$ cat config.mk
export PLATFORM = sky130hd
export DESIGN_NAME = ic_gate_test_sequencer
export DESIGN_NICKNAME = d
export VERILOG_FILES = /design/src/rtl/ic_gate_test_sequencer.sv
export SDC_FILE = /design/constraint.sdc
export NUM_CORES = 1
export LEC_CHECK = 0
export CORE_MARGIN = 3
export CORE_UTILIZATION = 50
export DETAILED_ROUTE_END_ITERATION = 7
export GPL_TIMING_DRIVEN = 0
export PLACE_DENSITY = 0.8
export SETUP_SLACK_MARGIN = 0.2
export SYNTH_ARGS = -nofsm -noshare
export SYNTH_HDL_FRONTEND = slang
export SYNTH_SLANG_ARGS = --single-unit
export TNS_END_PERCENT = 50
$ cat constraint.sdc
create_clock -name clk -period 3.6 [get_ports clk]
set_clock_uncertainty 0.15 [all_clocks]
set_input_delay 1.08 -clock clk [delete_from_list [all_inputs] [get_ports clk]]
set_output_delay 1.08 -clock clk [all_outputs]
set_load 0.1 [all_outputs]
$ cat src/rtl/ic_gate_test_sequencer.sv
// Per-gate functional test sequencer for a multi-gate 2-input logic IC.
// Each gate gets vectors 00,01,10,11 applied, held for SETTLE_CYCLES, then sampled.
module ic_gate_test_sequencer #(
    parameter int unsigned NUM_GATES     = 6,
    parameter int unsigned SETTLE_CYCLES = 4
) (
    input  logic                 clk,
    input  logic                 rst_n,
    input  logic                 start,
    input  logic                 icg,
    input  logic [3:0]           truth,
    input  logic [NUM_GATES-1:0] gate_out,
    output logic [NUM_GATES-1:0] gate_sel,
    output logic                 drv_a,
    output logic                 drv_b,
    output logic [NUM_GATES-1:0] pass,
    output logic [NUM_GATES-1:0] fail,
    output logic [3:0]           pass_cnt,
    output logic [3:0]           fail_cnt,
    output logic                 busy,
    output logic                 done,
    output logic                 aborted
);

    localparam int unsigned GW = (NUM_GATES > 1) ? $clog2(NUM_GATES) : 1;
    localparam int unsigned SW = (SETTLE_CYCLES > 1) ? $clog2(SETTLE_CYCLES) : 1;
    localparam logic [GW-1:0] LastGate   = GW'(NUM_GATES - 1);
    localparam logic [SW-1:0] LastSettle = SW'(SETTLE_CYCLES - 1);
    localparam logic [NUM_GATES-1:0] GateOne = NUM_GATES'(1);

    typedef enum logic [1:0] {
        StIdle,
        StDrive,
        StSample,
        StFinish
    } state_e;

    state_e               state_q, state_d;
    logic [GW-1:0]        gate_q, gate_d;
    logic [1:0]           vec_q, vec_d;
    logic [SW-1:0]        settle_q, settle_d;
    logic                 mism_q, mism_d;
    logic [NUM_GATES-1:0] pass_q, pass_d;
    logic [NUM_GATES-1:0] fail_q, fail_d;
    logic [3:0]           pass_cnt_q, pass_cnt_d;
    logic [3:0]           fail_cnt_q, fail_cnt_d;
    logic                 aborted_q, aborted_d;
    logic                 sample_miss;
    logic                 gate_miss;

    always_ff @(posedge clk or negedge rst_n) begin
        if (!rst_n) begin
            state_q    <= StIdle;
            gate_q     <= '0;
            vec_q      <= '0;
            settle_q   <= '0;
            mism_q     <= 1'b0;
            pass_q     <= '0;
            fail_q     <= '0;
            pass_cnt_q <= '0;
            fail_cnt_q <= '0;
            aborted_q  <= 1'b0;
        end else begin
            state_q    <= state_d;
            gate_q     <= gate_d;
            vec_q      <= vec_d;
            settle_q   <= settle_d;
            mism_q     <= mism_d;
            pass_q     <= pass_d;
            fail_q     <= fail_d;
            pass_cnt_q <= pass_cnt_d;
            fail_cnt_q <= fail_cnt_d;
            aborted_q  <= aborted_d;
        end
    end

    always_comb begin
        state_d    = state_q;
        gate_d     = gate_q;
        vec_d      = vec_q;
        settle_d   = settle_q;
        mism_d     = mism_q;
        pass_d     = pass_q;
        fail_d     = fail_q;
        pass_cnt_d = pass_cnt_q;
        fail_cnt_d = fail_cnt_q;
        aborted_d  = 1'b0;

        sample_miss = gate_out[gate_q] != truth[vec_q];
        gate_miss   = mism_q | sample_miss;

        unique case (state_q)
            StIdle: begin
                if (start && icg) begin
                    pass_d     = '0;
                    fail_d     = '0;
                    pass_cnt_d = '0;
                    fail_cnt_d = '0;
                    gate_d     = '0;
                    vec_d      = '0;
                    settle_d   = '0;
                    mism_d     = 1'b0;
                    state_d    = StDrive;
                end
            end
            StDrive: begin
                if (settle_q == LastSettle) begin
                    settle_d = '0;
                    state_d  = StSample;
                end else begin
                    settle_d = settle_q + SW'(1);
                end
            end
            StSample: begin
                if (vec_q != 2'd3) begin
                    vec_d   = vec_q + 2'd1;
                    mism_d  = gate_miss;
                    state_d = StDrive;
                end else begin
                    // Final vector of this gate: the current sample counts toward the verdict.
                    if (gate_miss) begin
                        fail_d[gate_q] = 1'b1;
                        fail_cnt_d     = fail_cnt_q + 4'd1;
                    end else begin
                        pass_d[gate_q] = 1'b1;
                        pass_cnt_d     = pass_cnt_q + 4'd1;
                    end
                    mism_d = 1'b0;
                    if (gate_q != LastGate) begin
                        gate_d  = gate_q + GW'(1);
                        vec_d   = '0;
                        state_d = StDrive;
                    end else begin
                        state_d = StFinish;
                    end
                end
            end
            StFinish: begin
                state_d = StIdle;
            end
            default: begin
                state_d = StIdle;
            end
        endcase

        // Losing the IC overrides everything, including the FINISH->IDLE step.
        if (state_q != StIdle && !icg) begin
            state_d    = StIdle;
            aborted_d  = 1'b1;
            pass_d     = '0;
            fail_d     = '0;
            pass_cnt_d = '0;
            fail_cnt_d = '0;
            mism_d     = 1'b0;
            settle_d   = '0;
        end
    end

    always_comb begin
        gate_sel = '0;
        drv_a    = 1'b0;
        drv_b    = 1'b0;
        if (state_q == StDrive || state_q == StSample) begin
            gate_sel = GateOne << gate_q;
            drv_a    = vec_q[1];
            drv_b    = vec_q[0];
        end
        busy     = state_q != StIdle;
        done     = (state_q == StFinish) && icg;
        aborted  = aborted_q;
        pass     = pass_q;
        fail     = fail_q;
        pass_cnt = pass_cnt_q;
        fail_cnt = fail_cnt_q;
    end

endmodule

==> impl_metrics.ini <==
; yosys + openroad results
[synthesis]
flop_cell = dfrtp_1
yosys.area_share.simple_pct = 17.9
synth_adder_area_share_pct = 9.01
ys_cells = 188
syn_area_per_cell_sq_um = 10.3

[power]
power.total_w = 0.00170
switchingPower_w = 0.000864
swShare_pct = 50.9
clock_net_power_w = 0.000280

[worst_setup_path]
path_depth = 5
cp_data_required_time_ns = 2.37
path_cells = inv_1 > ha_1 > buf_2 > inv_1 > clkdlybuf4s15_1
r2r_start = state_q[0]$_DFFE_PN0P_
end_kind = primary output
path_delay_family = buffers and inverters
setup.worst_path.start_class = register
slowest_stage = clkdlybuf4s15_1

[flow_run]
cap_viol_max_count = 0
warnings = 35

[global_route]
grt_overflow = 0
met2_usage_pct = 29.4
busiest_layer = met2
antenna_found_initial = 0
grt_pass1_wl_um = 6940

[final_layout]
comb_share_pct = 42.5
seqAreaFraction_pct = 30.9
n_all_buffers = 52
instances_no_fill = 286
logic_gates = 139

[worst_hold_path]
whs_path_depth = 2

[cts]
clk_pin_slew_ns = 0.07
postCtsResizedCells = 20

[sta]
drv_slew = 0
setup_tns_ns = 0
finalHoldWorstSlack_ns = 0.342

[outcome]
outcome = finished, final reports clean

[route]
detail-route-antenna-nets = 0
highest_layer = met4
avgRoutedWirePerCell_um = 14.5
drt_first_iter_violations = 82
drcViolationCount = 0
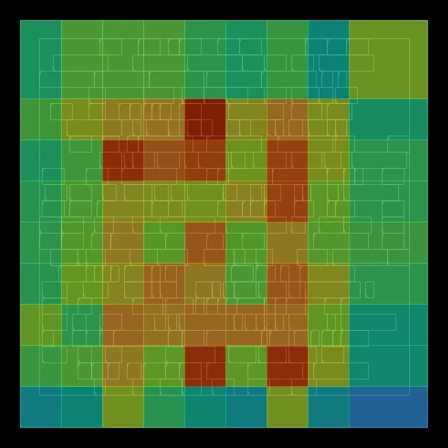
Fig. 1. Congestion heat map.
met3 Usage GRT: 4.76%
M1 GR Usage: 27.6%

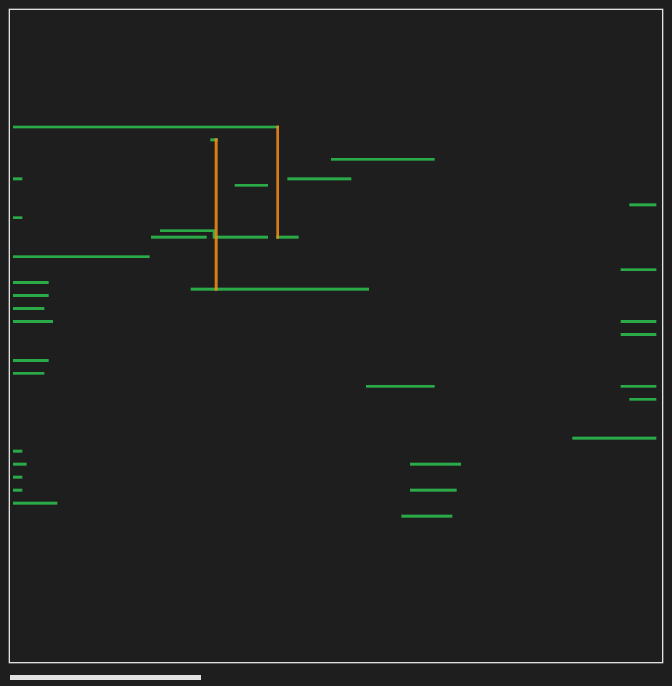
Fig. 2. Signal wires by layer.
The bar under the picture is 20 um long. Only two layers are drawn.
colour	layer	wire length
orange	met4	27.2 um
green	met3	178 um

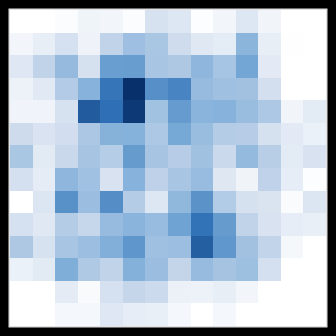
Fig. 3. Wire density map.
14 x 14 tiles, from white (low) to dark blue (high), scaled to the fullest tile. Values are wire area over tile area, all layers added.
fullest tile	0.55
nearly empty tiles	15%
mean over tiles	0.14
tiles over half the peak	11%
emptiest ninth of the die	bottom right

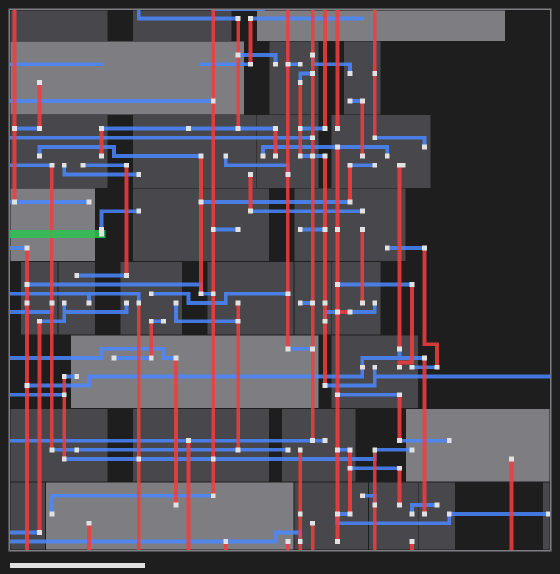
Fig. 4. A small window of the routed layout.
The bar under the picture is 5 um long. Window x 41 to 61, y 41 to 61 um. Cells in grey, sequential cells in the stronger grey; small squares are vias.
colour	layer
red	met2
blue	met1
green	met3
sequential cells in the window	4
cells with their middle in the window	25
most frequent	dfrtp_1 (4), nand2_1 (3)
netlist names of flops here include	pass_cnt (3), fail_cnt (1)

